**src/rtl/mem_loader_pkg.sv**
```systemverilog
// Shared types and helpers for the byte-stream memory loader.
package mem_loader_pkg;

  typedef enum logic [1:0] {
    IDLE    = 2'd0,
    COLLECT = 2'd1,
    WRITE   = 2'd2,
    DONE    = 2'd3
  } state_t;

  function automatic int bytes_per_word(input int data_width);
    return data_width / 8;
  endfunction

endpackage

```
**src/rtl/mem_loader.sv**
```systemverilog
// Fills a single-port BRAM from a byte stream before the CPU runs,
// and passes the CPU memory port straight through when idle.
module mem_loader
  import mem_loader_pkg::*;
#(
  parameter int AddrWidth = 8,
  parameter int DataWidth = 16
) (
  input  logic                 Clk,
  input  logic                 Reset_N,
  input  logic                 Start,
  input  logic [AddrWidth-1:0] Base_Addr,
  input  logic [AddrWidth:0]   Word_Count,
  input  logic [7:0]           Byte_In,
  input  logic                 Byte_Valid,
  output logic                 Byte_Ready,
  input  logic [DataWidth-1:0] Cpu_DIn,
  input  logic [AddrWidth-1:0] Cpu_Address,
  input  logic                 Cpu_Write_EN,
  input  logic                 Cpu_Mem_En,
  output logic [DataWidth-1:0] Mem_DIn,
  output logic [AddrWidth-1:0] Mem_Address,
  output logic                 Mem_Write_EN,
  output logic                 Mem_Mem_En,
  output logic                 Cpu_Stall,
  output logic                 Busy,
  output logic                 Done,
  output logic [DataWidth-1:0] Checksum
);

  localparam int BPW = bytes_per_word(DataWidth);
  localparam int CntWidth = (BPW > 1) ? $clog2(BPW) : 1;
  localparam logic [CntWidth-1:0] LastByte = CntWidth'(BPW - 1);
  localparam logic [AddrWidth:0] OneWord = (AddrWidth + 1)'(1);

  state_t                 state;
  state_t                 state_next;
  logic [AddrWidth-1:0]   addr;
  logic [AddrWidth:0]     remaining;
  logic [DataWidth-1:0]   word;
  logic [DataWidth-1:0]   word_shifted;
  logic [CntWidth-1:0]    byte_cnt;
  logic                   accept;
  logic                   start_load;
  logic                   start_empty;

  assign accept      = (state == COLLECT) && Byte_Valid;
  assign start_load  = (state == IDLE) && Start && (Word_Count != '0);
  assign start_empty = (state == IDLE) && Start && (Word_Count == '0);

  // Bytes arrive MSB-first, so each new byte shifts in at the bottom.
  generate
    if (DataWidth > 8) begin : g_shift
      assign word_shifted = {word[DataWidth-9:0], Byte_In};
    end else begin : g_single
      assign word_shifted = Byte_In;
    end
  endgenerate

  always_ff @(posedge Clk or negedge Reset_N) begin
    if (!Reset_N) begin
      state <= IDLE;
    end else begin
      state <= state_next;
    end
  end

  always_comb begin
    state_next = state;
    case (state)
      IDLE: begin
        if (start_load) begin
          state_next = COLLECT;
        end else if (start_empty) begin
          state_next = DONE;
        end
      end
      COLLECT: begin
        if (accept && (byte_cnt == LastByte)) begin
          state_next = WRITE;
        end
      end
      WRITE: begin
        state_next = (remaining == OneWord) ? DONE : COLLECT;
      end
      DONE: begin
        state_next = IDLE;
      end
      default: begin
        state_next = IDLE;
      end
    endcase
  end

  always_ff @(posedge Clk or negedge Reset_N) begin
    if (!Reset_N) begin
      addr      <= '0;
      remaining <= '0;
      word      <= '0;
      byte_cnt  <= '0;
      Checksum  <= '0;
    end else if (start_load) begin
      addr      <= Base_Addr;
      remaining <= Word_Count;
      byte_cnt  <= '0;
      Checksum  <= '0;
    end else if (start_empty) begin
      Checksum  <= '0;
    end else if (accept) begin
      word      <= word_shifted;
      byte_cnt  <= (byte_cnt == LastByte) ? '0 : byte_cnt + 1'b1;
    end else if (state == WRITE) begin
      addr      <= addr + 1'b1;
      remaining <= remaining - 1'b1;
      Checksum  <= Checksum + word;
    end
  end

  // The loader owns the BRAM port whenever it is busy; enables are active-low.
  always_comb begin
    Mem_DIn      = Cpu_DIn;
    Mem_Address  = Cpu_Address;
    Mem_Write_EN = Cpu_Write_EN;
    Mem_Mem_En   = Cpu_Mem_En;
    if (state != IDLE) begin
      Mem_DIn      = word;
      Mem_Address  = addr;
      Mem_Write_EN = (state != WRITE);
      Mem_Mem_En   = (state != WRITE);
    end
  end

  assign Busy       = (state != IDLE);
  assign Cpu_Stall  = Busy;
  assign Done       = (state == DONE);
  assign Byte_Ready = (state == COLLECT);

endmodule
```
**config.mk**
```make
export PLATFORM = sky130hd
export DESIGN_NAME = mem_loader
export DESIGN_NICKNAME = d
export VERILOG_FILES = /design/src/rtl/mem_loader_pkg.sv /design/src/rtl/mem_loader.sv
export SDC_FILE = /design/constraint.sdc
export NUM_CORES = 1
export LEC_CHECK = 0
export CORE_ASPECT_RATIO = 0.9
export CORE_MARGIN = 5
export CORE_UTILIZATION = 48
export CTS_CLUSTER_DIAMETER = 40
export CTS_CLUSTER_SIZE = 14
export DETAILED_ROUTE_END_ITERATION = 7
export MAX_ROUTING_LAYER = met4
export PLACE_DENSITY = 0.81
export SYNTH_ARGS = -nofsm -noshare
export SYNTH_HDL_FRONTEND = slang
export SYNTH_SLANG_ARGS = --single-unit
```
**constraint.sdc**
```tcl
create_clock -name Clk -period 2.48 [get_ports Clk]
set_clock_uncertainty 0.15 [all_clocks]
set_input_delay 0.496 -clock Clk [delete_from_list [all_inputs] [get_ports Clk]]
set_output_delay 0.496 -clock Clk [all_outputs]
set_load 0.02 [all_outputs]
```
==> summary.txt <==
RSZ-0062 raised after global routing: false
syn_nets: 420
clk buf depth: 2
met3 Track Usage GR: 3.198%
vias in the first global route: 3092
sequential power: 0.00162 W
CTS H-tree lvls: 2
Synth Area in Adders: 7.335%
met3 routed WL: 436 um
sequential fraction of the synthesis area: 38.92%
worst slew pin tran: 0.4167 ns
commonest cells in the netlist: dfrtp_1 (52), nand2_1 (48), mux2_2 (36)
Setup TNS: 0 ns
Util after Layout: 69.00%
Simple-Gate Area Share: 14.67%
hold crit path type: reg -> reg
VDD IR max: 803.3 uV
most frequent cell after synthesis: dfrtp_1
Clock Buffer Count: 6
Layout clock area frac: 1.680%
cts bufs inserted: 5
ys cells: 346
Cells after DPL: 539
post-layout instance area: 4617 um^2
top cells by area: dfrtp_1 (39%), mux2_2 (12%), ha_1 (6.7%)
Pwr per Cell Area: 1339 nW/um^2
Reg clk slew, reported paths: 0.09 ns
Via density: 5.606
Synth area leader: dfrtp_1
TritonCTS clock tree: built
fin crit share: 96.63%
register area: 1301 um^2
drt drc: 0
Registers, synthesis: 52
Detail Route met2 WL: 4.419 mm
Iter 0 DRT Violations: 164
largest net degree at the start of global routing: 29
critical path type: reg -> out
diode count: 0
Signal buffers: 123
clk root buf: clkbuf_8
Worst Slack Setup Final: 0.08353 ns
Startpoint Class: flop
combinational share of power: 66.3%
max_slew headroom: 72.22%
switching fraction of total power: 46.03%
mi-comb count: 265
Yosys warnings: 0
Die Ht: 89.18 um
total power: 0.006184 W
Top Ports: 101
logic share of the area: 41.14%
first-pass GRT wire length: 14.78 mm
share of the synthesized area in the top cell type: 38.92%
Hold WS: 0.3663 ns
flip-flops with a built-in enable: 0
vias post-DR: 3089
Worst EP required: 1.83 ns
Dominant comb cell: AND-OR/OR-AND gates
yosys stat area: 3343 um^2
P_comb: 0.00410 W
Async SR Flop Fraction: 100.0%
final setup vio count: 0
Seq pwr share: 26.2%
OpenROAD warning count: 27
gr busiest metal: met2
status: finished, final reports clean
share of cells above drive strength 1: 16.70%
DP HPWL: 6.977 mm
Int Pwr: 0.003337 W
crit path time final: 2.396 ns
std cell rows: 28
die extent in x: 97.97 um
fmax: 0.4173 GHz
GPL Wtd Cong: 0.8680
WL/cell: 16.41 um
Yosys cell types: 55
Seq area share: 28.18%
Complex Gates by Area: 18.45%
DP Worst Slack: 0.04202 ns
CP max FO: 22
inverters: 14
GRT Util Overall: 21.44%
clock power share: 7.5%
syn_area_per_cell: 9.662 um^2
Core ar.: 6691 um^2
filler instances: 520
uppermost routed layer: met4
nature of the critical path endpoint: primary output
Biggest Area Class: multi-input combinational cells
mux share: 12.43%
met2 usage: 36.59%
met1 Resource Use GR: 27.38%
Fin. Hold Viols: 0
Syn-to-layout area delta: 38.10%
WL met1: 4.101 mm
Detailed Route WL: 9.040 mm
yosys xor share: 3.406%
NetSw: 0.002846 W
highest-power group: combinational cells
Critical Path AT: 1.75 ns
max-capacitance violation count: 0
DP Area: 4507 um^2
most used flip-flop cell: dfrtp_1
drt first pass iters: 7
non-filler cells, final: 551
Netlist Area Pre-Place: 3343 um^2
Total Nets Final: 535
P_leak: 2.030 nW
Seq cells: 52
die area: 8736 um^2
IO Port Bufs: 100
Well Taps: 90
path summary, 6_finish.rpt:
kind	start	endpoint	slack [ns]	cells past startpoint
worst max-delay path	state[1]$_DFFE_PN0P_	Mem_Address[6]	0.08	4
worst min-delay path	remaining[8]$_DFFE_PN0P_	remaining[8]$_DFFE_PN0P_	0.37	1
worst max register to register	Checksum[0]$_DFFE_PN0P_	Checksum[14]$_DFFE_PN0P_	0.13	10
worst min register to register	remaining[8]$_DFFE_PN0P_	remaining[8]$_DFFE_PN0P_	0.37	1
max in group asynchronous	Reset_N	Checksum[12]$_DFFE_PN0P_	1.15	3
min in group asynchronous	Reset_N	remaining[7]$_DFFE_PN0P_	0.50	2
cell usage in the layout, fill, tap and decap left out, drive strengths merged, types with 2 or more instances in the layout:
cell type and count:
dfrtp 52, and3 3, clkbuf 6, a221o 2
a211oi 2, a31oi 6, nand3 17, buf 23
o21ai 35, nor2b 2, o311ai 3, xnor2 6
o21bai 3, a21o 7, nand2b 2, nor4 2
xor2 7, a22oi 3, ha 18, nor3 4
mux2 36, a32oi 2, o211ai 8, dlygate4sd2 23
nor2 16, inv 14, a21oi 16, nor3b 3
clkdlybuf4s50 75, nand2 48
repair_timing:
item                       CTS  global route
buffers inserted             0             4
gates cloned                 0             0
hold buffers                 1             0
hold endpoints to repair    15             0
pin swaps                    0             1
gates resized               23             6
setup endpoints to repair   23            10
registers in the layout (all words and copies together), names as in the netlist:
register,count
byte_cnt,1
word,16
Checksum,16
addr,8
state,2
remaining,9
critical path, stage by stage (launching register included):
cell and delay (ns):
dfrtp_1 0.39, nor2_2 0.20, buf_12 0.19, mux2_2 0.34, dlygate4sd2_1 0.32
Figure 1. Signal wires by layer.
Only two layers are drawn.
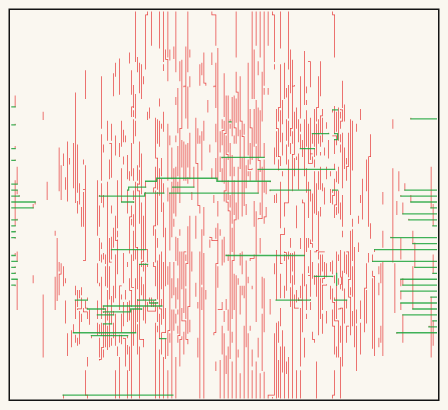
layer	color	wire length
metal 2	red	4420 um
metal 3	green	437 um

Figure 2. Clock routing.
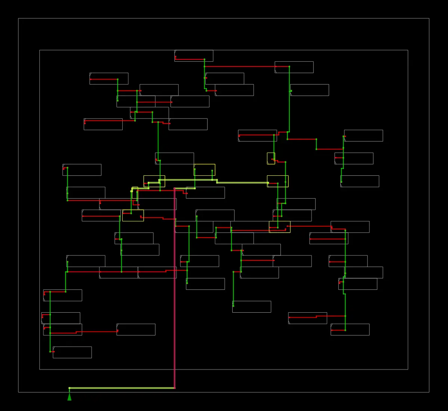
power in the clock group: 0.000467 W
clock latency on the worst-skew pair: 0.30 ns
Clock Sinks: 52

Figure 3. Metal 1.
Supply wires on this layer in gray.
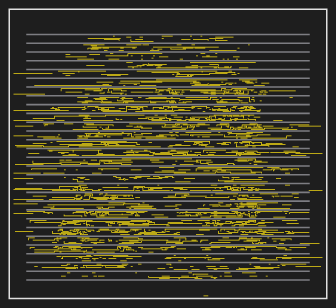
wire length on this layer	4100 um
main direction	horizontal
share of all routed wire	45%

Power and IR drop assume default switching activity.
